<file path="config.mk">
export PLATFORM = sky130hd
export DESIGN_NAME = axi4lite_master_ctrl
export DESIGN_NICKNAME = d
export VERILOG_FILES = /design/src/rtl/axi4lite_pkg.sv /design/src/rtl/axi4lite_master_ctrl.sv
export SDC_FILE = /design/constraint.sdc
export NUM_CORES = 1
export LEC_CHECK = 0
export ABC_AREA = 1
export CORE_UTILIZATION = 25
export DETAILED_ROUTE_END_ITERATION = 10
export HOLD_SLACK_MARGIN = 0.06
export PLACE_DENSITY_LB_ADDON = 0.2
export SETUP_SLACK_MARGIN = 0.3
export SKIP_LAST_GASP = 1
export SLEW_MARGIN = 20
export SYNTH_ARGS = -nofsm -noshare
export SYNTH_HDL_FRONTEND = slang
export SYNTH_SLANG_ARGS = --single-unit
export TNS_END_PERCENT = 50
</file>
<file path="constraint.sdc">
create_clock -name ACLK -period 3.34 [get_ports ACLK]
set_input_delay 0.501 -clock ACLK [delete_from_list [all_inputs] [get_ports ACLK]]
set_output_delay 0.501 -clock ACLK [all_outputs]
set_load 0.02 [all_outputs]
</file>
<file path="src/rtl/axi4lite_pkg.sv">
// -----------------------------------------------------------------------------
// axi4lite_pkg
// Shared definitions for the AXI4-Lite master controller:
//   - state_t       : controller FSM states
//   - RESP_*        : AXI response codes carried on BRESP/RRESP
//   - PROT_*        : bit positions inside AxPROT / cmd_prot
// -----------------------------------------------------------------------------
package axi4lite_pkg;

   typedef enum logic [2:0] {
      ST_IDLE  = 3'd0,
      ST_WRITE = 3'd1,
      ST_BRESP = 3'd2,
      ST_READ  = 3'd3,
      ST_RDATA = 3'd4,
      ST_RESP  = 3'd5
   } state_t;

   localparam logic [1:0] RESP_OKAY   = 2'b00;
   localparam logic [1:0] RESP_EXOKAY = 2'b01;
   localparam logic [1:0] RESP_SLVERR = 2'b10;
   localparam logic [1:0] RESP_DECERR = 2'b11;

   localparam int PROT_PRIV   = 0;
   localparam int PROT_NONSEC = 1;
   localparam int PROT_INSTR  = 2;

endpackage

</file>
<file path="src/rtl/axi4lite_master_ctrl.sv">
// -----------------------------------------------------------------------------
// axi4lite_master_ctrl
// Turns single commands into one AXI4-Lite read or write transaction at a time
// and returns the slave's response on a simple valid/ready response port.
//
// Ports
//   ACLK, ARESETn            : clock, asynchronous active-low reset
//   cmd_valid/cmd_ready      : command handshake
//   cmd_write                : 1 = write, 0 = read
//   cmd_addr/wdata/wstrb/prot: command payload, captured on the handshake
//   rsp_valid/rsp_ready      : response handshake
//   rsp_rdata/rsp_resp       : read data (0 for writes) and BRESP/RRESP
//   AW*, W*, B*, AR*, R*     : AXI4-Lite master channels
//
// Every output is a flop. The combinational block computes the value each
// output takes in the next cycle, so no input reaches an output without
// passing through a register.
// -----------------------------------------------------------------------------
module axi4lite_master_ctrl
   import axi4lite_pkg::*;
#(
   parameter int WIDTH = 32,
   parameter int STRB  = WIDTH / 8
) (
   input  logic             ACLK,
   input  logic             ARESETn,

   input  logic             cmd_valid,
   output logic             cmd_ready,
   input  logic             cmd_write,
   input  logic [WIDTH-1:0] cmd_addr,
   input  logic [WIDTH-1:0] cmd_wdata,
   input  logic [STRB-1:0]  cmd_wstrb,
   input  logic [2:0]       cmd_prot,

   output logic             rsp_valid,
   input  logic             rsp_ready,
   output logic [WIDTH-1:0] rsp_rdata,
   output logic [1:0]       rsp_resp,

   output logic             AWVALID,
   output logic [WIDTH-1:0] AWADDR,
   output logic [2:0]       AWPROT,
   input  logic             AWREADY,

   output logic             WVALID,
   output logic [WIDTH-1:0] WDATA,
   output logic [STRB-1:0]  WSTRB,
   input  logic             WREADY,

   input  logic             BVALID,
   input  logic [1:0]       BRESP,
   output logic             BREADY,

   output logic             ARVALID,
   output logic [WIDTH-1:0] ARADDR,
   output logic [2:0]       ARPROT,
   input  logic             ARREADY,

   input  logic             RVALID,
   input  logic [WIDTH-1:0] RDATA,
   input  logic [1:0]       RRESP,
   output logic             RREADY
);

   state_t             state_q, state_d;

   logic               cmd_ready_d;
   logic               rsp_valid_d;
   logic [WIDTH-1:0]   rsp_rdata_d;
   logic [1:0]         rsp_resp_d;
   logic               awvalid_d, wvalid_d, bready_d, arvalid_d, rready_d;
   logic [WIDTH-1:0]   awaddr_d, wdata_d, araddr_d;
   logic [STRB-1:0]    wstrb_d;
   logic [2:0]         awprot_d, arprot_d;

   // State register
   always_ff @(posedge ACLK or negedge ARESETn) begin
      if (!ARESETn) begin
         state_q <= ST_IDLE;
      end else begin
         state_q <= state_d;
      end
   end

   // Next state and next output values
   always_comb begin
      state_d     = state_q;
      rsp_valid_d = rsp_valid;
      rsp_rdata_d = rsp_rdata;
      rsp_resp_d  = rsp_resp;
      awvalid_d   = AWVALID;
      wvalid_d    = WVALID;
      arvalid_d   = ARVALID;
      bready_d    = 1'b0;
      rready_d    = 1'b0;
      awaddr_d    = AWADDR;
      awprot_d    = AWPROT;
      wdata_d     = WDATA;
      wstrb_d     = WSTRB;
      araddr_d    = ARADDR;
      arprot_d    = ARPROT;

      case (state_q)
         ST_IDLE: begin
            if (cmd_valid && cmd_ready) begin
               if (cmd_write) begin
                  state_d   = ST_WRITE;
                  awvalid_d = 1'b1;
                  wvalid_d  = 1'b1;
                  awaddr_d  = cmd_addr;
                  awprot_d  = cmd_prot;
                  wdata_d   = cmd_wdata;
                  wstrb_d   = cmd_wstrb;
               end else begin
                  state_d   = ST_READ;
                  arvalid_d = 1'b1;
                  araddr_d  = cmd_addr;
                  arprot_d  = cmd_prot;
               end
            end
         end

         ST_WRITE: begin
            // AW and W retire independently; leave once neither is pending.
            if (AWVALID && AWREADY) awvalid_d = 1'b0;
            if (WVALID && WREADY)   wvalid_d  = 1'b0;
            if (!awvalid_d && !wvalid_d) begin
               state_d  = ST_BRESP;
               bready_d = 1'b1;
            end
         end

         ST_BRESP: begin
            bready_d = 1'b1;
            if (BVALID && BREADY) begin
               bready_d    = 1'b0;
               rsp_valid_d = 1'b1;
               rsp_rdata_d = '0;
               rsp_resp_d  = BRESP;
               state_d     = ST_RESP;
            end
         end

         ST_READ: begin
            if (ARVALID && ARREADY) begin
               arvalid_d = 1'b0;
               rready_d  = 1'b1;
               state_d   = ST_RDATA;
            end
         end

         ST_RDATA: begin
            rready_d = 1'b1;
            if (RVALID && RREADY) begin
               rready_d    = 1'b0;
               rsp_valid_d = 1'b1;
               rsp_rdata_d = RDATA;
               rsp_resp_d  = RRESP;
               state_d     = ST_RESP;
            end
         end

         ST_RESP: begin
            if (rsp_valid && rsp_ready) begin
               rsp_valid_d = 1'b0;
               state_d     = ST_IDLE;
            end
         end

         default: state_d = ST_IDLE;
      endcase

      cmd_ready_d = (state_d == ST_IDLE);
   end

   // Output registers
   always_ff @(posedge ACLK or negedge ARESETn) begin
      if (!ARESETn) begin
         cmd_ready <= 1'b0;
         rsp_valid <= 1'b0;
         rsp_rdata <= '0;
         rsp_resp  <= RESP_OKAY;
         AWVALID   <= 1'b0;
         AWADDR    <= '0;
         AWPROT    <= '0;
         WVALID    <= 1'b0;
         WDATA     <= '0;
         WSTRB     <= '0;
         BREADY    <= 1'b0;
         ARVALID   <= 1'b0;
         ARADDR    <= '0;
         ARPROT    <= '0;
         RREADY    <= 1'b0;
      end else begin
         cmd_ready <= cmd_ready_d;
         rsp_valid <= rsp_valid_d;
         rsp_rdata <= rsp_rdata_d;
         rsp_resp  <= rsp_resp_d;
         AWVALID   <= awvalid_d;
         AWADDR    <= awaddr_d;
         AWPROT    <= awprot_d;
         WVALID    <= wvalid_d;
         WDATA     <= wdata_d;
         WSTRB     <= wstrb_d;
         BREADY    <= bready_d;
         ARVALID   <= arvalid_d;
         ARADDR    <= araddr_d;
         ARPROT    <= arprot_d;
         RREADY    <= rready_d;
      end
   end

endmodule

</file>
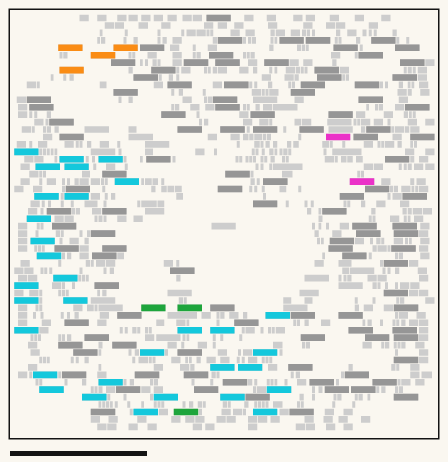
(where the registers sit)
Scale bar: 50 um.
Magenta is `rsp_resp`, placed flops 2. Orange is `WSTRB`, placed flops 4, where top left. Cyan is `ARADDR`, placed flops 32. Green is `ARPROT`, placed flops 3.
final core utilization: 40.7%
Seq/total area: 39.3%
Register Area: 3750 um^2

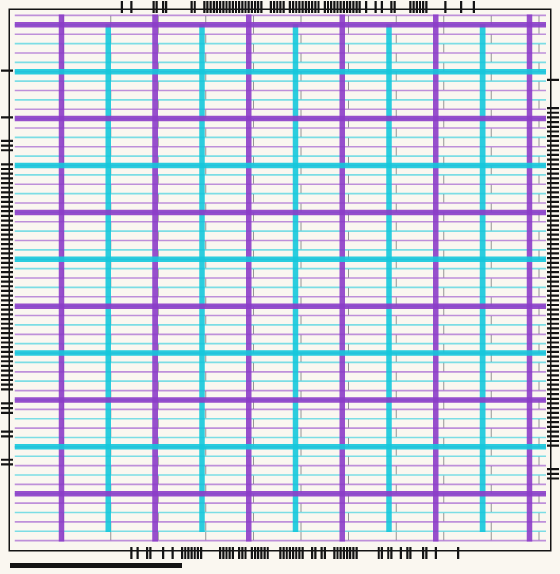
(PDN straps and rails)
Scale bar: 50 um. Pins as bars on the die edge. Tap cells in grey.
Purple is VSS. Cyan is VDD.
The core has 56 rows. 57 met1 rails follow the rows. 319 tap cells.

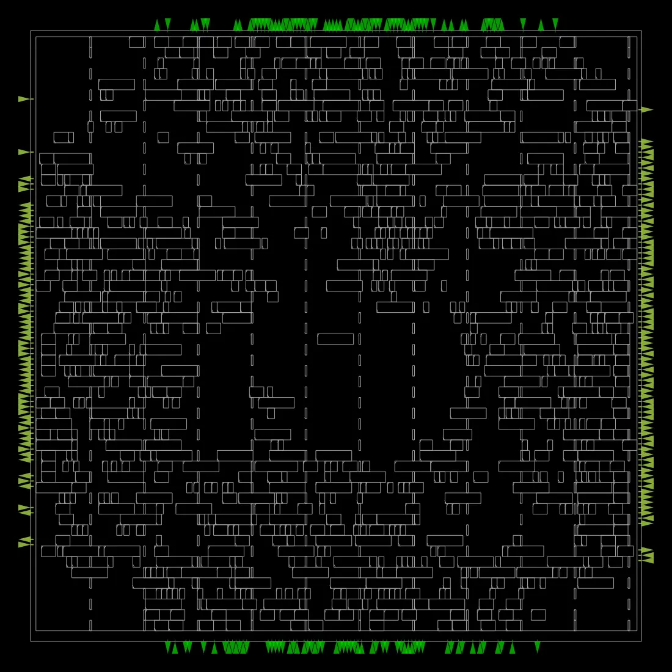
(placement view)
Fillers: 2355
Seq cells: 150
Tapcells: 319

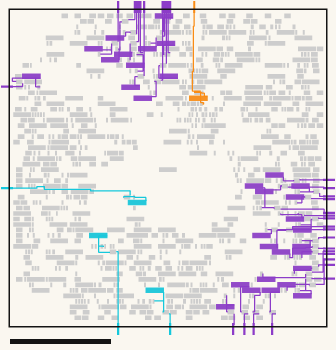
(nets reached from selected ports)
Scale bar: 50 um.
Orange is `rsp_valid`, direction output, edge top, end cells 1, buffers 1, wire 61.1 um. Purple is `WDATA`, direction output, edge 16 right, 11 top, 4 bottom, 1 left, end cells 32, buffers 32, wire 818 um. Cyan is `AWPROT`, direction output, edge 2 bottom, 1 left, end cells 3, buffers 3, wire 156 um.

==> job_summary.md <==
### Metrics collected by this job

| Metric | Value |
|---|---|
| Init Core Util | `between 20% and 30%` |
| DRT Pass-1 Iters | `5` |
| # DRC | `0` |
| Routed wire per std cell | `14.8 um` |
| Status | `complete, no violations` |
| Slew HR | `35.5%` |
| GR Util All Layers | `approximately 15%` |
| Worst EP required | `3.63 ns` |
| Fin nets | `1049` |
| Crit path launch type | `flip-flop` |
| Mux cell area share | `0%` |
| # Max-Cap Violations | `0` |
| Log Warnings | `26` |
| Main area contributors after synthesis | `dfrtp_1 63%, nand2_1 20%, o21ai_0 5.4%` |
| DP Area | `8920 um^2` |
| Die y size | `157 um` |
| Power Dens Cells | `918 nW/um^2` |
| Crit. End Element | `flip-flop` |
| Seq power | `2.96 mW` |
| Port Buffers | `263` |
| Die Wd | `between 150 and 200 um` |
| Synth logic family | `simple AND/OR/NAND/NOR gates` |
| Worst stage delay on the critical path | `0.76 ns` |
| Post-Layout Inst Area | `around 9500 um^2` |
| Cell-by-cell trace of the critical path | `nor2_4 -> nand2_1 -> clkinv_1 -> o211ai_1 -> nand2_1` |
| Comb power | `between 3 and 4 mW` |
| Power Clock | `approximately 2.1 mW` |
| Setup Fix Bufs, Post-CTS | `0` |
| Post-Route Setup TNS | `0 ns` |
| Grt ovf | `0` |
| Minimum clock period | `~2.1 ns` |
| Leak | `4.53 nW` |
| Iter 0 DRT Violations | `between 200 and 300` |
| P_int | `roughly 5.5 mW` |
| H-tree levels | `4` |
[critical path, delay by kind of cell, from the launching register on]
kind,cells,cell delay (ns)
AOI/OAI and AO/OA,1,0.48
buffers and inverters,1,0.76
DFF,1,0.49
and+or+nand+nor,3,0.28
[cell type report]
type                       count  share of cell area (%)
sequential                   150                    39.3
tap                          319                    4.18
clock inverter                12                    1.74
inverter                      20                   0.786
clock buffer                  20                    4.78
timing repair buffer         273                    28.6
multi-input combinational    470                    20.6
[per-layer routing]
layer | vias to the layer above | global-route usage, % | routed length [um]
met1 | 2498 | 19.5 | 8430
li1 | 2654 | - | -
met4 | 0 | 3.97 | 214
met2 | 167 | 24.0 | 8470
met3 | 16 | 6.26 | 1540
met5 | - | 0 | 0
Power and IR drop assume default switching activity.
